PDN straps and rails:
Pins as bars on the die edge. Tap cells in grey.
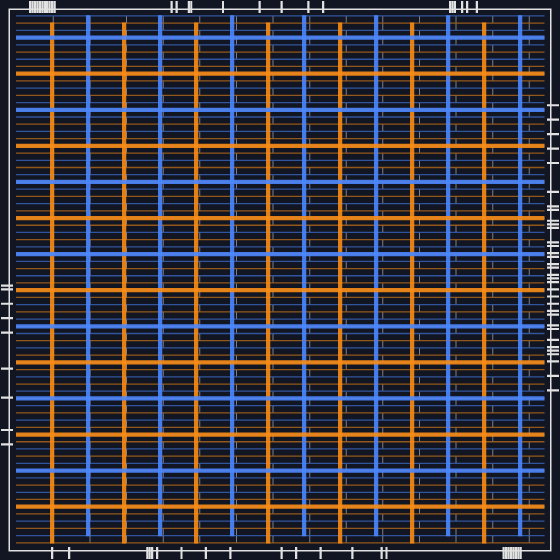
M2 wires:
The bar under the picture is 50 µm long.
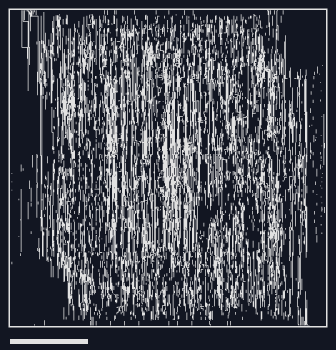
### src/rtl/seq_factorial_pkg.sv
// Shared types and constants for the sequential factorial engine.
// Holds the FSM state encoding, the mode codes and the default accumulator width.
package seq_factorial_pkg;

   typedef enum logic [0:0] {
      StIdle,
      StCalc
   } state_e;

   localparam logic MODE_FACT  = 1'b0;
   localparam logic MODE_DFACT = 1'b1;

   // Wide enough that 15! still fits; callers may narrow it.
   function automatic int unsigned default_w(input int unsigned n);
      return 20 * n;
   endfunction

endpackage

### src/rtl/factorial_mul_step.sv
// One W x N multiply step of the factorial engine: truncated product plus step overflow.
// Kept as its own block so the multiplier can be pipelined later without touching the FSM.
module factorial_mul_step #(
   parameter int unsigned N = 4,
   parameter int unsigned W = 80
) (
   input  logic [W-1:0] acc,
   input  logic [N-1:0] idx,
   output logic [W-1:0] prod,
   output logic         step_ovf
);

   logic [W+N-1:0] full;

   always_comb begin
      full     = (W+N)'(acc) * (W+N)'(idx);
      prod     = full[W-1:0];
      step_ovf = |full[W+N-1:W];
   end

endmodule

### src/rtl/seq_factorial_engine.sv
// Multi-cycle n! / n!! engine: one multiply per clock behind a start/ready handshake.
// Result and overflow are held between completions; done pulses for one cycle.
module seq_factorial_engine
   import seq_factorial_pkg::*;
#(
   parameter int unsigned N = 4,
   parameter int unsigned W = default_w(N)
) (
   input  logic         clk,
   input  logic         rst_n,
   input  logic         start,
   input  logic         mode,
   input  logic [N-1:0] number,
   output logic         ready,
   output logic         busy,
   output logic         done,
   output logic [W-1:0] result,
   output logic         overflow
);

   state_e         state_q, state_d;
   logic [W-1:0]   acc_q, acc_d;
   logic [N-1:0]   idx_q, idx_d;
   logic           mode_q, mode_d;
   logic           ovf_acc_q, ovf_acc_d;
   logic [W-1:0]   result_q, result_d;
   logic           overflow_q, overflow_d;
   logic           done_q, done_d;

   logic [W-1:0]   prod;
   logic           step_ovf;
   logic [N-1:0]   step;

   factorial_mul_step #(
      .N (N),
      .W (W)
   ) u_mul_step (
      .acc      (acc_q),
      .idx      (idx_q),
      .prod     (prod),
      .step_ovf (step_ovf)
   );

   always_comb begin
      step = (mode_q == MODE_DFACT) ? N'(2) : N'(1);
   end

   always_comb begin
      state_d    = state_q;
      acc_d      = acc_q;
      idx_d      = idx_q;
      mode_d     = mode_q;
      ovf_acc_d  = ovf_acc_q;
      result_d   = result_q;
      overflow_d = overflow_q;
      done_d     = 1'b0;

      unique case (state_q)
         StIdle: begin
            if (start) begin
               acc_d     = W'(1);
               idx_d     = number;
               mode_d    = mode;
               ovf_acc_d = 1'b0;
               state_d   = StCalc;
            end
         end
         StCalc: begin
            if (idx_q >= N'(2)) begin
               acc_d     = prod;
               ovf_acc_d = ovf_acc_q | step_ovf;
               // Saturate so an odd/even mismatch can never wrap the index.
               idx_d     = (idx_q >= step) ? (idx_q - step) : '0;
            end else begin
               result_d   = acc_q;
               overflow_d = ovf_acc_q;
               done_d     = 1'b1;
               state_d    = StIdle;
            end
         end
         default: state_d = StIdle;
      endcase
   end

   always_ff @(posedge clk or negedge rst_n) begin
      if (!rst_n) begin
         state_q    <= StIdle;
         acc_q      <= '0;
         idx_q      <= '0;
         mode_q     <= MODE_FACT;
         ovf_acc_q  <= 1'b0;
         result_q   <= '0;
         overflow_q <= 1'b0;
         done_q     <= 1'b0;
      end else begin
         state_q    <= state_d;
         acc_q      <= acc_d;
         idx_q      <= idx_d;
         mode_q     <= mode_d;
         ovf_acc_q  <= ovf_acc_d;
         result_q   <= result_d;
         overflow_q <= overflow_d;
         done_q     <= done_d;
      end
   end

   always_comb begin
      ready    = (state_q == StIdle);
      busy     = ~ready;
      done     = done_q;
      result   = result_q;
      overflow = overflow_q;
   end

endmodule

### config.mk
export PLATFORM = sky130hd
export DESIGN_NAME = seq_factorial_engine
export DESIGN_NICKNAME = d
export VERILOG_FILES = /design/src/rtl/seq_factorial_pkg.sv /design/src/rtl/factorial_mul_step.sv /design/src/rtl/seq_factorial_engine.sv
export SDC_FILE = /design/constraint.sdc
export NUM_CORES = 1
export LEC_CHECK = 0
export ABC_AREA = 1
export CAP_MARGIN = 20
export CORE_MARGIN = 2
export CORE_UTILIZATION = 51
export CTS_CLUSTER_DIAMETER = 30
export CTS_CLUSTER_SIZE = 8
export DETAILED_ROUTE_END_ITERATION = 10
export PLACE_DENSITY = 0.78
export SLEW_MARGIN = 20
export SYNTH_ARGS = -nofsm -noshare
export SYNTH_HDL_FRONTEND = slang
export SYNTH_HIERARCHICAL = 1
export SYNTH_SLANG_ARGS = --single-unit
### constraint.sdc
create_clock -name clk -period 11.36 [get_ports clk]
set_input_delay 1.704 -clock clk [delete_from_list [all_inputs] [get_ports clk]]
set_output_delay 1.704 -clock clk [all_outputs]
set_load 0.02 [all_outputs]
==> GITHUB_STEP_SUMMARY <==
## Implementation flow summary

| Metric | Value |
|---|---|
| Floorplan core density | 51.3% |
| Met2 wire len | 24,600 µm |
| Data buffer area share | 4.54% |
| Hold Path Sink | result[6]$_DFFE_PN0P_ |
| Logic share of the area | 57.1% |
| Antenna diodes | 0 |
| Cell repeated most along the worst path | nand2_1 |
| Postcts setup bufs | 0 |
| Commonest flop | dfrtp_1 |
| Final WS setup | 6.39 ns |
| Buf/Inv on CP | 2 |
| Inserted Clock Buffers | 17 |
| WS Path Type | reg -> reg |
| GRT Resource Usage Total | 28.4% |
| Met1 track utilization from global routing | 41.9% |
| Outcome | completed |
| GR peak layer | met2 |
| Synth Seq Share | 20.8% |
| Relative slew margins | 34.0% |
| Setup violators final | 0 |
| Max-slew violation count | 0 |
| Post-synth top cells | nand2_1, inv_1, nor2_1 |
| Register area | 0.00423 mm² |
| Met3 Use GR | 3.82% |
| Routed WL per cell | 15.1 µm |
| Flop count | 169 |
| Post-layout util | 55.8% |
| Fin. Hold Viols | 0 |
| Worst-path fanout max | 44 |
| Hold Path Depth | 2 |
| Top-count cell post-synth | nand2_1 |
| Initial DRT Pass Iterations | 5 |
| Critical R2R Launch | idx_q[2]$_DFFE_PN0P_ |
| Number of global-route vias before repair | 17,800 |
Back to the opening pictures, 'PDN straps and rails':
Key: VDD = blue; VSS = orange
14 straps on met5. The core has 73 rows.
CORE AREA: 0.0395 mm²
Die H: 204 µm

Back to the opening pictures, 'M2 wires':
The wires run mostly vertical. The longest straight run is 69.9 µm. The layer holds 44% of the routed length. The layer carries 24.6 mm of wire.

